==> run_1/class_map.png <==
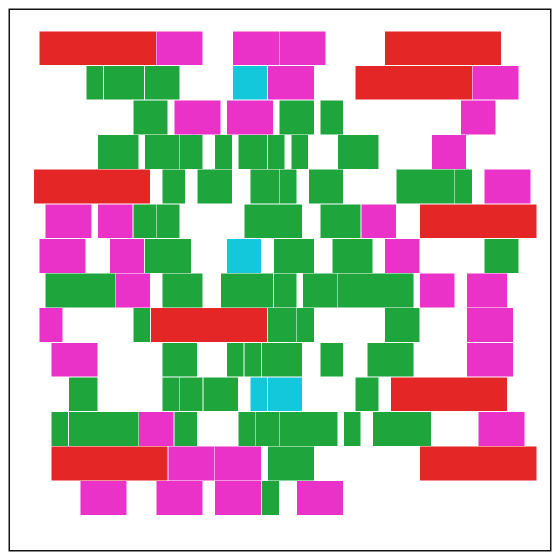
==> run_1/layers.png <==
Bar = 10 µm.
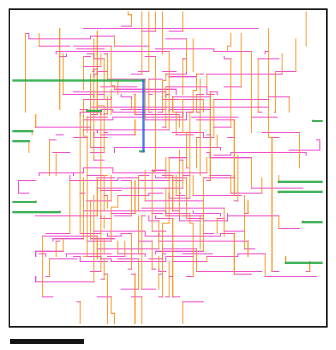
==> run_1/congestion_map.png <==
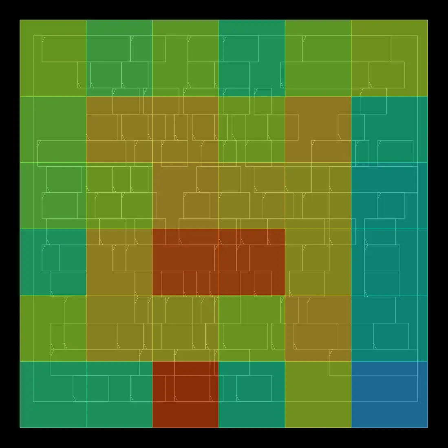
==> run_1/pinout.png <==
Pins as bars across the die edge, other pins in grey.
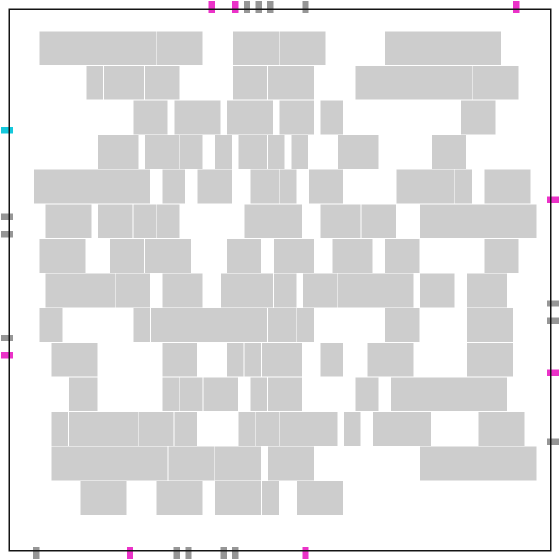
==> src/rtl/bcd_cnt_n_if.sv <==
// Control and data bundle for bcd_cnt_n. The master drives the controls and
// the load value; the slave returns the packed-BCD count and carry/borrow.
interface bcd_cnt_n_if #(
  parameter int W = 8
);
  logic         CLR;
  logic         EN;
  logic         INC;
  logic         LD;
  logic [W-1:0] DIN;
  logic         DN;
  logic [W-1:0] Q;
  logic         CA;

  modport master (
    output CLR, EN, INC, LD, DIN, DN,
    input  Q, CA
  );

  modport slave (
    input  CLR, EN, INC, LD, DIN, DN,
    output Q, CA
  );
endinterface

==> src/rtl/bcd_cnt_n.sv <==
// N-digit packed-BCD counter, 0..LIMIT, with clear, sanitised load, level enable and
// edge-qualified manual increment. Define BCD_CNT_DOWN_EN to add DN-controlled down counting.
module bcd_cnt_n #(
  parameter int                  DIGITS = 2,
  parameter logic [4*DIGITS-1:0] LIMIT  = {DIGITS{4'h9}}
) (
  input logic        CLK,
  input logic        NRST,
  bcd_cnt_n_if.slave bus
);
  localparam int W = 4 * DIGITS;

  logic [W-1:0] q;
  logic [W-1:0] q_inc;
  logic [W-1:0] q_step;
  logic [W-1:0] din_sat;
  logic [W-1:0] din_load;
  logic         inc_q;
  logic         step;
  logic         at_lim;
  logic         wrap;

  assign step   = bus.EN | (bus.INC & ~inc_q);
  assign at_lim = (q == LIMIT);

  // Ripple +1 across digits: a 9 rolls to 0 and passes the carry upward.
  // NOTE: every always_comb output gets a default before any conditional write, so no latch is inferred.
  always_comb begin : incrementer
    logic carry;
    q_inc = q;
    carry = 1'b1;
    for (int k = 0; k < DIGITS; k++) begin
      if (carry) begin
        if (q[4*k +: 4] == 4'd9) begin
          q_inc[4*k +: 4] = 4'd0;
        end else begin
          q_inc[4*k +: 4] = q[4*k +: 4] + 4'd1;
          carry           = 1'b0;
        end
      end
    end
  end

`ifdef BCD_CNT_DOWN_EN
  logic [W-1:0] q_dec;
  logic         at_zero;

  assign at_zero = (q == '0);

  // Ripple -1 across digits: a 0 becomes 9 and borrows from the next digit.
  always_comb begin : decrementer
    logic borrow;
    q_dec  = q;
    borrow = 1'b1;
    for (int k = 0; k < DIGITS; k++) begin
      if (borrow) begin
        if (q[4*k +: 4] == 4'd0) begin
          q_dec[4*k +: 4] = 4'd9;
        end else begin
          q_dec[4*k +: 4] = q[4*k +: 4] - 4'd1;
          borrow          = 1'b0;
        end
      end
    end
  end

  assign wrap   = bus.DN ? at_zero : at_lim;
  assign q_step = bus.DN ? (at_zero ? LIMIT : q_dec)
                         : (at_lim  ? '0    : q_inc);
`else
  logic unused_dn;
  assign unused_dn = bus.DN;
  assign wrap      = at_lim;
  assign q_step    = at_lim ? '0 : q_inc;
`endif

  // Clamp each non-BCD digit to 9; a valid packed-BCD word then compares
  // correctly as a plain unsigned number, so LIMIT needs no digit-wise compare.
  always_comb begin
    din_sat = '0;
    for (int k = 0; k < DIGITS; k++) begin
      din_sat[4*k +: 4] = (bus.DIN[4*k +: 4] > 4'd9) ? 4'd9 : bus.DIN[4*k +: 4];
    end
  end

  assign din_load = (din_sat > LIMIT) ? LIMIT : din_sat;

  assign bus.CA = step & ~bus.CLR & ~bus.LD & wrap;
  assign bus.Q  = q;

  // NOTE: state registers use non-blocking assignments so every flop samples pre-edge values.
  always_ff @(posedge CLK or negedge NRST) begin
    if (!NRST) begin
      q     <= '0;
      inc_q <= 1'b0;
    end else begin
      inc_q <= bus.INC;
      if (bus.CLR) begin
        q <= '0;
      end else if (bus.LD) begin
        q <= din_load;
      end else if (step) begin
        q <= q_step;
      end
    end
  end
endmodule

==> src/flat_wrapper.sv <==
// flat-port wrapper written by rule: the top's interface ports become plain ports
module bcd_cnt_n_flat 
#(
  parameter int                  DIGITS = 2,
  parameter logic [4*DIGITS-1:0] LIMIT  = {DIGITS{4'h9}}
)
  (CLK, NRST, bus_CLR, bus_EN, bus_INC, bus_LD, bus_DIN, bus_DN, bus_Q, bus_CA);
  bcd_cnt_n_if #(.W(8)) bus_i ();
  input logic CLK;
  input logic NRST;
  input wire logic [$bits(bus_i.CLR)-1:0] bus_CLR;
  input wire logic [$bits(bus_i.EN)-1:0] bus_EN;
  input wire logic [$bits(bus_i.INC)-1:0] bus_INC;
  input wire logic [$bits(bus_i.LD)-1:0] bus_LD;
  input wire logic [$bits(bus_i.DIN)-1:0] bus_DIN;
  input wire logic [$bits(bus_i.DN)-1:0] bus_DN;
  output wire logic [$bits(bus_i.Q)-1:0] bus_Q;
  output wire logic [$bits(bus_i.CA)-1:0] bus_CA;
  assign bus_i.CLR = bus_CLR;
  assign bus_i.EN = bus_EN;
  assign bus_i.INC = bus_INC;
  assign bus_i.LD = bus_LD;
  assign bus_i.DIN = bus_DIN;
  assign bus_i.DN = bus_DN;
  assign bus_Q = bus_i.Q;
  assign bus_CA = bus_i.CA;
  bcd_cnt_n #(.DIGITS(DIGITS), .LIMIT(LIMIT)) u_core (.CLK(CLK), .NRST(NRST), .bus(bus_i));
endmodule
==> config.mk <==
export PLATFORM = sky130hd
export DESIGN_NAME = bcd_cnt_n_flat
export DESIGN_NICKNAME = d
export VERILOG_FILES = /design/src/rtl/bcd_cnt_n_if.sv /design/src/rtl/bcd_cnt_n.sv /design/src/flat_wrapper.sv
export SDC_FILE = /design/constraint.sdc
export NUM_CORES = 1
export LEC_CHECK = 0
export CORE_UTILIZATION = 40
export DETAILED_ROUTE_END_ITERATION = 10
export PLACE_DENSITY_LB_ADDON = 0.08
export SLEW_MARGIN = 20
export SYNTH_ARGS = -nofsm -noshare
export SYNTH_HDL_FRONTEND = slang
export SYNTH_SLANG_ARGS = --single-unit
==> constraint.sdc <==
create_clock -name CLK -period 2.6 [get_ports CLK]
set_input_delay 0.78 -clock CLK [delete_from_list [all_inputs] [get_ports CLK]]
set_output_delay 0.78 -clock CLK [all_outputs]
set_load 0.005 [all_outputs]
==> changes_impl.md, run 1 <==
### Implementation results

- Run status: complete, no violations
- Clk_skew: 0.000346 ns
- CTS tree: yes
- Overflow after GRT: 0
- Number of warning messages in the yosys log: 0
- Kind of cell adding the most delay to the critical path: buffers and inverters
- Layout overhead on the synthesized area: 49.7%
- Insertion Delay late pin: ~0.26 ns
- Met1 Wirelength: between 800 and 900 µm
- Distinct cell type count after synthesis: 33
- Number of antenna violations at the first check in global routing: 0
- Worst slew margin relative to its limit: 70.0%
- CP Data Required Time: 1.82 ns
- Final critical-path required period: 2.54 ns
- Antenna diodes: 0
- Pin count of the biggest net entering global routing: 12
- Max-slew violation count: 0
- Layout cell share with drive strength beyond 1: 18.3%
- Design area: between 900 and 1000 µm²
- Count of TritonRoute iterations in the first routing pass: 4
- Yosys synthesis chip area: 654 µm²
- Syn Inst Count: 71
- Power per cell area: 391 nW/µm²
- Critical R2R Capture: u_core.bus.Q[4]$_DFFE_PN0P_
- Flop2flop setup slack: around 0.8 ns
- Crit path buffers/inverters: 2
- Leakage dissipation: 0.000418 µW
- Startpoint of the tightest hold check path: u_core.bus.Q[3]$_DFFE_PN0P_
- Number of warnings in the stage logs: 29
- Number of clock buffers inserted by TritonCTS: 3
- Number of post-CTS setup repair buffers: 0
- Syn Std Cell Area: 654 µm²
- Hold violation count in the final report: 0
- Crit path launch type: input pin
- Hold/Removal Path Class: flop to flop
- Final cell count without fillers: 120
- Global-route wire length before repair: 2.87 mm
- Smallest setup slack after layout: 0.0576 ns
- Met1 global-route usage: between 20% and 30%
- # placed instances: around 120
- Worst slack, placed: -0.448 ns
- # Max-Cap Violations: 0
- Share of the cycle needed by the critical path after routing: 97.8%
- Starting Density: between 40 and 50%
- Total die area: 1800 µm²
- Clock slew seen by the registers of the worst setup and hold paths: 0.06 ns
- Achievable clock frequency: 0.393 GHz
- Met3 wire len: 53 µm
- Depth of the worst hold-timing path: 2
- DP HPWL: 1.26 mm
- Peak ir drop on the vdd network: 0.267 mV
- Detailed-route DRC error count: 0
- Hold EP: u_core.bus.Q[3]$_DFFE_PN0P_
- Critical path class: input pin to primary output
- Via count of the first global-routing pass: between 600 and 700
- Actual transition at the worst max-transition pin: 0.449 ns
- Yosys Instances: roughly 71
- CP max FO: 2
- Max clock buf depth: 2
- Registers, synthesis: 9
- Mean cell area of the mapped netlist: 9.22 µm²
- Floorplan Nets: 90
- Total power: 384 µW
- Endpoint type of the worst setup path: primary output
About class_map.png:
clock drivers and dummy loads: marked cyan, cells 4. remaining logic cells: marked green, cells 60. remaining buffers and delay cells: marked magenta, cells 31. registers: marked red, cells 9.
Std-Cell Core Area: 1520 µm²
number of standard-cell rows in the floorplan: 14
core occupancy in the finished layout: 64.3%
flip-flop and latch share of the layout cell area: 23.0%

About layers.png:
M4: marked blue, wire length 9.50 µm. M1: marked magenta, wire length 818 µm. M3: marked green, wire length 53.4 µm. M2: marked orange, wire length 769 µm.
total routing resource utilization after global routing: 21.5%
Routed WL: 1.65 mm

About congestion_map.png:
met2 global-route usage: 31.1%
wire length per cell: 13.8 µm
busiest layer in global routing: met2

About pinout.png:
`CLK`: marked cyan, pins 1, direction input, edge left. `bus_Q`: marked magenta, pins 8, direction output, edge 3 top, 2 right, 2 bottom, 1 left.
die boundary width: 42.4 µm
die height: 42.4 µm

-- run 1: registers in the layout (all words and copies together) (netlist names) --
register      count
u_core.bus.Q      8
u_core.inc_q      1
-- run 1: layout by cell type (no fill, tap or decap), types with 2 or more instances in the layout --
| cell | n |
|---|---|
| sky130_fd_sc_hd__nand2_1 | 8 |
| sky130_fd_sc_hd__o21ai_0 | 6 |
| sky130_fd_sc_hd__nor3_1 | 2 |
| sky130_fd_sc_hd__buf_4 | 9 |
| sky130_fd_sc_hd__nor2_1 | 2 |
| sky130_fd_sc_hd__mux2i_1 | 2 |
| sky130_fd_sc_hd__o211ai_1 | 2 |
| sky130_fd_sc_hd__o31ai_1 | 2 |
| sky130_fd_sc_hd__clkbuf_4 | 3 |
| sky130_fd_sc_hd__a211oi_1 | 3 |
| sky130_fd_sc_hd__o21a_1 | 2 |
| sky130_fd_sc_hd__ha_1 | 4 |
| sky130_fd_sc_hd__inv_1 | 5 |
| sky130_fd_sc_hd__dfrtp_1 | 9 |
| sky130_fd_sc_hd__a21oi_1 | 3 |
| sky130_fd_sc_hd__a22o_1 | 2 |
| sky130_fd_sc_hd__clkdlybuf4s50_1 | 20 |
-- run 1: cell type report --
type                            count  area [µm²]
Timing Repair Buffer               31         282
Fill cell                         145         544
Inverter                            5        18.8
Clock buffer                        4        26.3
Tap cell                           16        20.0
Multi-Input combinational cell     55         408
Sequential cell                     9         225
-- run 1: cells by family (layout without fill, tap and decap cells) --
logic type	Yosys count	count (layout)	synth area share [%]
buffers and inverters	7	40	4.21
AND/OR/NAND/NOR	23	23	21.4
flip-flops	9	9	34.4
AND-OR/OR-AND	24	24	26.6
adder cells (fa/ha/maj)	4	4	7.65
multiplexers	2	2	3.06
XOR/XNOR	2	2	2.68
-- run 1: worst max-delay path by stage --
stage	startpoint	end	slack, ns	depth (start not counted)
after floorplan	bus_INC	bus_CA	0.44	3
after global placement	bus_INC	bus_CA	-0.43	5
after detailed placement	bus_INC	bus_CA	-0.45	5
after CTS	bus_EN	bus_CA	0.04	4
after global routing	bus_EN	bus_CA	0.01	4
final	bus_EN	bus_CA	0.06	4
-- run 1: repair_timing --
| item | in CTS | in global routing |
|---|---|---|
| resized | 6 | 0 |
| hold buffers | 0 | 0 |
| setup endpoints to repair | 1 | 0 |
-- run 1: power breakdown --
group | switching (µW) | leakage, µW | internal [µW]
combinational | 47.5 | 0.000285 | 65.3
sequential | 10.1 | 0.000117 | 150
clock | 51.7 | 0.0000150 | 59.2
-- run 1: synthesized netlist by cell type (all sizes together) --
cell type  number  area, µm²
a2111o          1       11.3
a211oi          3       22.5
a21oi           3       15.0
a22o            2       17.5
a311oi          1       15.0
and2b           1       7.51
and3b           2       18.8
buf             1       5.00
clkbuf          1       3.75
dfrtp           9        225
ha              4       50.1
inv             5       18.8
mux2i           2       20.0
nand2           8       30.0
nand2b          1       6.26
nand4b          1       8.76
nor2            2       7.51
nor2b           1       6.26
nor3            3       26.3
nor3b           1       7.51
nor4b           1       8.76
o211ai          2       15.0
o21a            2       15.0
o21ai           7       38.8
o31ai           2       15.0
o41ai           1       8.76
or2             1       6.26
or3             1       6.26
xnor2           1       8.76
xor2            1       8.76
==> run_1/route_heat.png <==
Bar = 10 µm. 8 x 8 tiles, from dark blue (low) to red (high), scaled to the fullest tile. Values are wire area over tile area, all layers added.
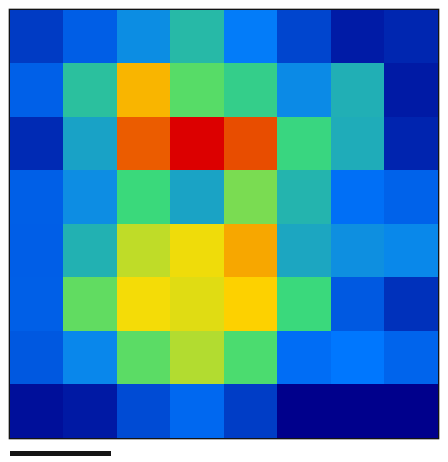

==> run 2, diff against run 1 <==
==> constraint.sdc (replaced) <==
create_clock -name CLK -period 3.1 [get_ports CLK]
set_input_delay 0.93 -clock CLK [delete_from_list [all_inputs] [get_ports CLK]]
set_output_delay 0.93 -clock CLK [all_outputs]
set_load 0.005 [all_outputs]
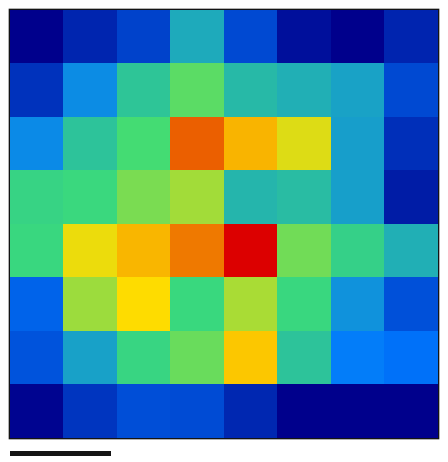
(run_2/route_heat.png)
Bar = 10 µm. 8 x 8 tiles, from dark blue (low) to red (high), scaled to the fullest tile. Values are wire area over tile area, all layers added.
The fullest tile reaches 0.35. 9.4% of the tiles are nearly empty. The densest ninth of the die: middle. The mean over all tiles is 0.13. 27% of the tiles are over half the peak.
Routed WL: 1.52 mm
total routing resource utilization after global routing: 19.5%
number of vias in the routed layout: 631
wire length per cell: 13.1 µm

==> changes_impl.md, run 2 <==
### Implementation results

- Syn Std Cell Area: roughly 650 µm²
- Number of warnings in the stage logs: 29
- Max clock buf depth: 2
- Overflow after GRT: 0
- Die height: approximately 42 µm
- Syn Inst Count: 71
- Startpoint of the tightest hold check path: u_core.bus.Q[3]$_DFFE_PN0P_
- Hold buffer count at cts: 0
- Critical path class: input pin to primary output
- Number of clock buffers inserted by TritonCTS: 3
- Power per cell area: 325 nW/µm²
- Crit path launch type: input pin
- Count of TritonRoute iterations in the first routing pass: 3
- Number of standard-cell rows in the floorplan: 14
- Endpoint type of the worst setup path: primary output
- Distinct cell type count after synthesis: 33
- Commonest cells after routing, fill and taps aside: sky130_fd_sc_hd__clkdlybuf4s50_1, sky130_fd_sc_hd__dfrtp_1, sky130_fd_sc_hd__nand2_1
- Most frequent cell after synthesis: sky130_fd_sc_hd__dfrtp_1
- Final critical-path required period: 3.00 ns
- Starting Density: 42.9%
- Launching instance or port of the critical path: bus_INC
- CP max FO: 2
- Registers, synthesis: 9
- Crit path capture: bus_CA
- # placed instances: 112
- Peak ir drop on the vdd network: around 0.24 mV
- Final cell count without fillers: around 120
- Detailed-route DRC error count: 0
- Achievable clock frequency: 0.333 GHz
- Die boundary width: roughly 42 µm
- Number of flip-flops under the largest register name: 8
- Hold violation count in the final report: 0
- Total power: a little over 300 µW
- Number of antenna violations at the first check in global routing: 0
- Async set-reset flop share out of synthesis: 100%
- Via count of the first global-routing pass: 555
- # Max-Cap Violations: 0
- Post-synth top cells: sky130_fd_sc_hd__dfrtp_1, sky130_fd_sc_hd__nand2_1, sky130_fd_sc_hd__o21ai_0
- Antenna diodes: 0
- Max-slew violation count: 0
- Insertion Delay late pin: 0.26 ns
- Yosys Instances: 71
- Hold/Removal Path Class: flop to flop
- Leakage dissipation: 0.000395 µW
- Pin count of the biggest net entering global routing: 12
- Library cell with the largest summed area after synthesis: sky130_fd_sc_hd__dfrtp_1
- Clk_skew: 0.00224 ns
- Layout overhead on the synthesized area: 46.1%
- Flop2flop setup slack: roughly 1.2 ns
- Run status: complete, no violations
- Commonest Layout Cell: sky130_fd_sc_hd__clkdlybuf4s50_1
- Total die area: 1800 µm²
- Global-route wire length before repair: roughly 2.5 mm
- Number of warning messages in the yosys log: 0
- Iteration-0 DRC Markers: 10
- Setup violations, final: 0
- Most instantiated flip-flop cell in the synthesis netlist: sky130_fd_sc_hd__dfrtp_1
- Number of post-CTS setup repair buffers: 0
- Clock slew seen by the registers of the worst setup and hold paths: 0.06 ns
- Std-Cell Core Area: roughly 1500 µm²
- Floorplan Nets: 90
- Mean cell area of the mapped netlist: ~9.2 µm²
- Critical R2R Capture: u_core.bus.Q[4]$_DFFE_PN0P_
- Share of the cycle needed by the critical path after routing: 96.9%
- Smallest setup slack after layout: 0.0974 ns
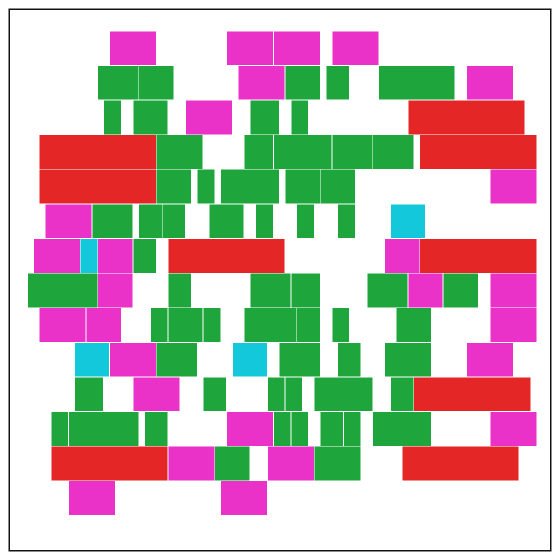
(run_2/class_map.png)
core occupancy in the finished layout: 62.7%
design area: 956 µm²
flip-flop and latch share of the layout cell area: 23.6%

[run 2: cells by family after synthesis]
kind of cell	count (synthesis)	share of synthesized area (%)
DFF	9	34.4
buffers and inverters	7	4.21
and+or+nand+nor	23	21.4
xor gates and xnor gates	2	2.68
muxes	2	3.06
adders and majority gates	4	7.65
AOI/OAI and AO/OA	24	26.6
[run 2: layer usage]
metal	global-route usage (%)	routed length (µm)	vias to the layer above	part of all wire (%)
li1	-	-	324	-
met1	27.0	761	291	50
met2	28.0	685	14	45
met3	7.76	59	2	3.9
met4	5.63	15	0	0.99
met5	0	0	-	0
[run 2: stage by stage]
stage	hold WS [ns]	util, %
detailed placement	0.585	60.6
global placement	0.567	60.6
CTS	0.598	62.2
floorplan	0.551	-
global route	0.652	62.7
finish	0.590	62.7
[run 2: worst min-delay path by stage]
stage                                        endpoint  slack (ns)  cells after the start
after floorplan           u_core.bus.Q[3]$_DFFE_PN0P_        0.55                      2
after global placement    u_core.bus.Q[3]$_DFFE_PN0P_        0.57                      2
after detailed placement  u_core.bus.Q[3]$_DFFE_PN0P_        0.58                      2
after CTS                 u_core.bus.Q[3]$_DFFE_PN0P_        0.60                      2
after global routing      u_core.bus.Q[1]$_DFFE_PN0P_        0.65                      1
final                     u_core.bus.Q[3]$_DFFE_PN0P_        0.59                      2
[run 2: power breakdown]
part           internal, µW  switching, µW
Combinational          50.2           34.2
Sequential              126           11.6
Clock                  49.5           39.5
[run 2: worst max-delay path, cell delays in order]
cell,delay [ns]
sky130_fd_sc_hd__clkdlybuf4s50_1,0.47
sky130_fd_sc_hd__and2b_1,0.15
sky130_fd_sc_hd__o21ai_2,0.08
sky130_fd_sc_hd__nor4b_2,0.20
sky130_fd_sc_hd__clkdlybuf4s15_1,0.23
[run 2: final cells by class]
| type | count | area [µm²] |
|---|---|---|
| clock buffer | 4 | 26.3 |
| tap | 16 | 20.0 |
| multi-input combinational | 55 | 408 |
| timing repair buffer | 27 | 258 |
| fill | 139 | 568 |
| sequential | 9 | 225 |
| inverter | 5 | 18.8 |
==> run 3, diff against run 2 <==
--- a/config.mk
+++ b/config.mk
@@ -5,6 +5,7 @@
 export SDC_FILE = /design/constraint.sdc
 export NUM_CORES = 1
 export LEC_CHECK = 0
+export CORE_MARGIN = 1
 export CORE_UTILIZATION = 40
 export DETAILED_ROUTE_END_ITERATION = 10
 export PLACE_DENSITY_LB_ADDON = 0.08
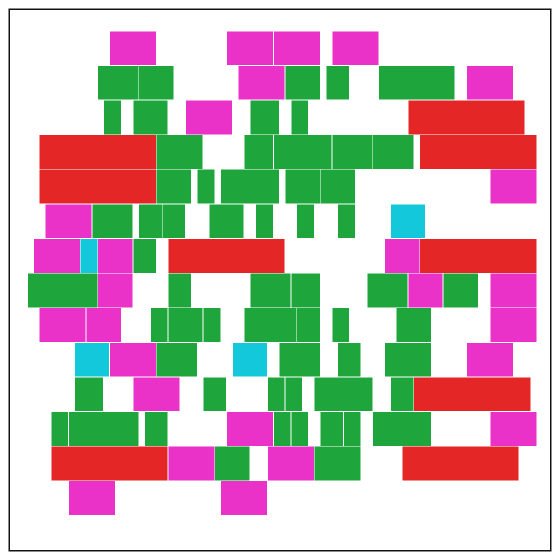
(run_3/class_map.png)

==> changes_impl.md, run 3 <==
### Implementation results

- Arrival time at the worst endpoint: 2.07 ns
- # Max-Cap Violations: 0
- Critical path class: input pin to primary output
- Number of antenna violations at the first check in global routing: 0
- CP Data Required Time: 2.17 ns
- Final critical-path required period: 3.00 ns
- Count of nets left with antenna violations after detail routing: 0
- Yosys synthesis chip area: 654 µm²
- Endpoint type of the worst setup path: primary output
- Starting Density: between 40% and 50%
- Most instantiated flip-flop cell in the synthesis netlist: sky130_fd_sc_hd__dfrtp_1
- Syn Inst Count: 71
- Hold/Removal Path Class: flop to flop
- Power per cell area: roughly 330 nW/µm²
- Actual transition at the worst max-transition pin: 0.445 ns
- Clk_skew: 0.00224 ns
- Share of the cycle needed by the critical path after routing: 96.9%
- Sequential cell area: 225 µm²
- Routed WL: 1.52 mm
- Final cell count without fillers: 116
- Number of warning messages in the yosys log: 0
- Hold violation count in the final report: 0
- Clock net sink count: 9
- Proportion of netlist area held by the largest area contributor: about 34%
- Detailed-route DRC error count: 0
- Pin count of the biggest net entering global routing: 12
- Library cell with the largest summed area after synthesis: sky130_fd_sc_hd__dfrtp_1
- Die boundary width: 42.4 µm
- Die height: 42.4 µm
- Std-Cell Core Area: 1520 µm²
- Number of flip-flops under the largest register name: 8
- Number of enable flip-flop cells: 0
- Clock slew seen by the registers of the worst setup and hold paths: around 0.060 ns
- CTS tree: yes
- Commonest cells after routing, fill and taps aside: sky130_fd_sc_hd__clkdlybuf4s50_1, sky130_fd_sc_hd__dfrtp_1, sky130_fd_sc_hd__nand2_1
- DP HPWL: 1.21 mm
- Total die area: around 1800 µm²
- CP max FO: 2
- Antenna diodes: 0
- Yosys Instances: 71
- Worst slack, placed: -0.237 ns
- Layout cell share with drive strength beyond 1: about 14%
- Biggest area contributors in the synthesized netlist: sky130_fd_sc_hd__dfrtp_1, sky130_fd_sc_hd__ha_1, sky130_fd_sc_hd__o21ai_0
- Wire length per cell: 13.1 µm
- Number of post-CTS setup repair buffers: 0
- Leakage dissipation: about 0.00039 µW
- # placed instances: 112
- Multi-input gate area in the final layout: 408 µm²
- Smallest setup slack after layout: 0.0974 ns
- Gp weighted congestion: about 0.74
- Global-route wire length before repair: ~2.5 mm
- Run status: complete, no violations
- Total power: 311 µW
- Iteration-0 DRC Markers: 10
- Design area: 956 µm²
- Most frequent cell after synthesis: sky130_fd_sc_hd__dfrtp_1
- Tally of filler cells in the layout: between 100 and 150
- Async set-reset flop share out of synthesis: 100%
- Number of warnings in the stage logs: 29
- Distinct cell type count after synthesis: 33
- Total routing resource utilization after global routing: 19.5%
- Floorplan Nets: 90
- Final-stage net count: roughly 120
- Commonest Layout Cell: sky130_fd_sc_hd__clkdlybuf4s50_1
- Mean cell area of the mapped netlist: between 9 and 10 µm²
- Via count of the first global-routing pass: 555
- Insertion Delay late pin: 0.26 ns
- Registers, synthesis: 9
- Worst slew margin relative to its limit: approximately 70%
- Syn Std Cell Area: 654 µm²
- Layout overhead on the synthesized area: 46.1%
- Max clock buf depth: 2
- Number of vias in the routed layout: 631
- Setup violations, final: 0
- Number of clock buffers inserted by TritonCTS: 3
- Max-slew violation count: 0
- Area of placed instances: between 900 and 1000 µm²
- Count of TritonRoute iterations in the first routing pass: 3
- Overflow after GRT: 0
- Achievable clock frequency: 0.333 GHz
- Peak ir drop on the vdd network: between 0.2 and 0.25 mV
- Number of standard-cell rows in the floorplan: 14
- Post-synth top cells: sky130_fd_sc_hd__dfrtp_1, sky130_fd_sc_hd__nand2_1, sky130_fd_sc_hd__o21ai_0
- Crit path launch type: input pin
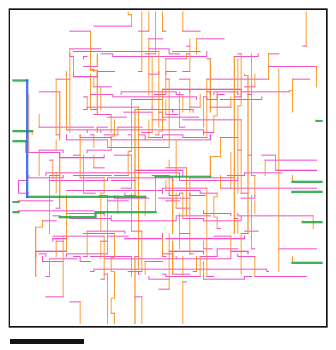
(run_3/layers.png)
Bar = 10 µm.
M4: marked blue, wire length 15.6 µm. M1: marked magenta, wire length 762 µm. M3: marked green, wire length 59.1 µm. M2: marked orange, wire length 685 µm.

[run 3: cell counts in the layout (fill, tap and decap cells not counted)]
No cell type changed its count.
[run 3: path summary, 6_finish.rpt]
path	from	end	slack (ns)	cells past startpoint
max	bus_INC	bus_CA	0.1	5
min	u_core.bus.Q[3]$_DFFE_PN0P_	u_core.bus.Q[3]$_DFFE_PN0P_	0.59	2
max reg2reg	u_core.bus.Q[1]$_DFFE_PN0P_	u_core.bus.Q[4]$_DFFE_PN0P_	1.23	7
min reg2reg	u_core.bus.Q[3]$_DFFE_PN0P_	u_core.bus.Q[3]$_DFFE_PN0P_	0.59	2
max in group asynchronous	NRST	u_core.bus.Q[0]$_DFFE_PN0P_	1.81	1
min in group asynchronous	NRST	u_core.bus.Q[4]$_DFFE_PN0P_	0.98	1
[run 3: cell families after synthesis]
family / Yosys count / synth area share, %
AOI/OAI and AO/OA: 24 / 26.6
and+or+nand+nor: 23 / 21.4
DFF: 9 / 34.4
buffers and inverters: 7 / 4.21
adders and majority gates: 4 / 7.65
xor gates and xnor gates: 2 / 2.68
muxes: 2 / 3.06
[run 3: per-layer routing]
layer  global-route usage [%]  share of wire [%]  vias to the layer above
met1                     27.0                 50                      291
met5                        0                  0                        -
met4                     5.63               0.99                        0
li1                         -                  -                      324
met3                     7.76                3.9                        2
met2                     28.0                 45                       14
[run 3: power breakdown]
part / internal (µW) / switching [µW]
Combinational: 50.2 / 34.2
Clock: 49.5 / 39.5
Sequential: 126 / 11.6
[run 3: repair_timing]
item                                    in CTS  in global routing
endpoints found under the setup margin       1                  1
hold buffers                                 0                  0
resized                                      1                  2
gates cloned                                 0                  0
[run 3: worst max-delay path, cell delays in order]
cell and delay, ns:
sky130_fd_sc_hd__clkdlybuf4s50_1 0.47, sky130_fd_sc_hd__and2b_1 0.15, sky130_fd_sc_hd__o21ai_2 0.08, sky130_fd_sc_hd__nor4b_2 0.20, sky130_fd_sc_hd__clkdlybuf4s15_1 0.23
[run 3: layout make-up]
type | instances | area share [%]
timing repair buffer | 27 | 27.0
tap | 16 | 2.09
inverter | 5 | 1.96
clock buffer | 4 | 2.75
multi-input combinational | 55 | 42.7
sequential | 9 | 23.6
[run 3: stage by stage]
| stage | hold slack (ns) | setup TNS (ns) | utilization [%] |
|---|---|---|---|
| final | 0.590 | 0 | 62.7 |
| after global routing | 0.652 | 0 | 62.7 |
| after CTS | 0.598 | 0 | 62.2 |
| after detailed placement | 0.585 | -0.237 | 60.6 |
| after global placement | 0.567 | -0.238 | 60.6 |
| after floorplan | 0.551 | 0 | - |
Power and IR drop assume default switching activity.
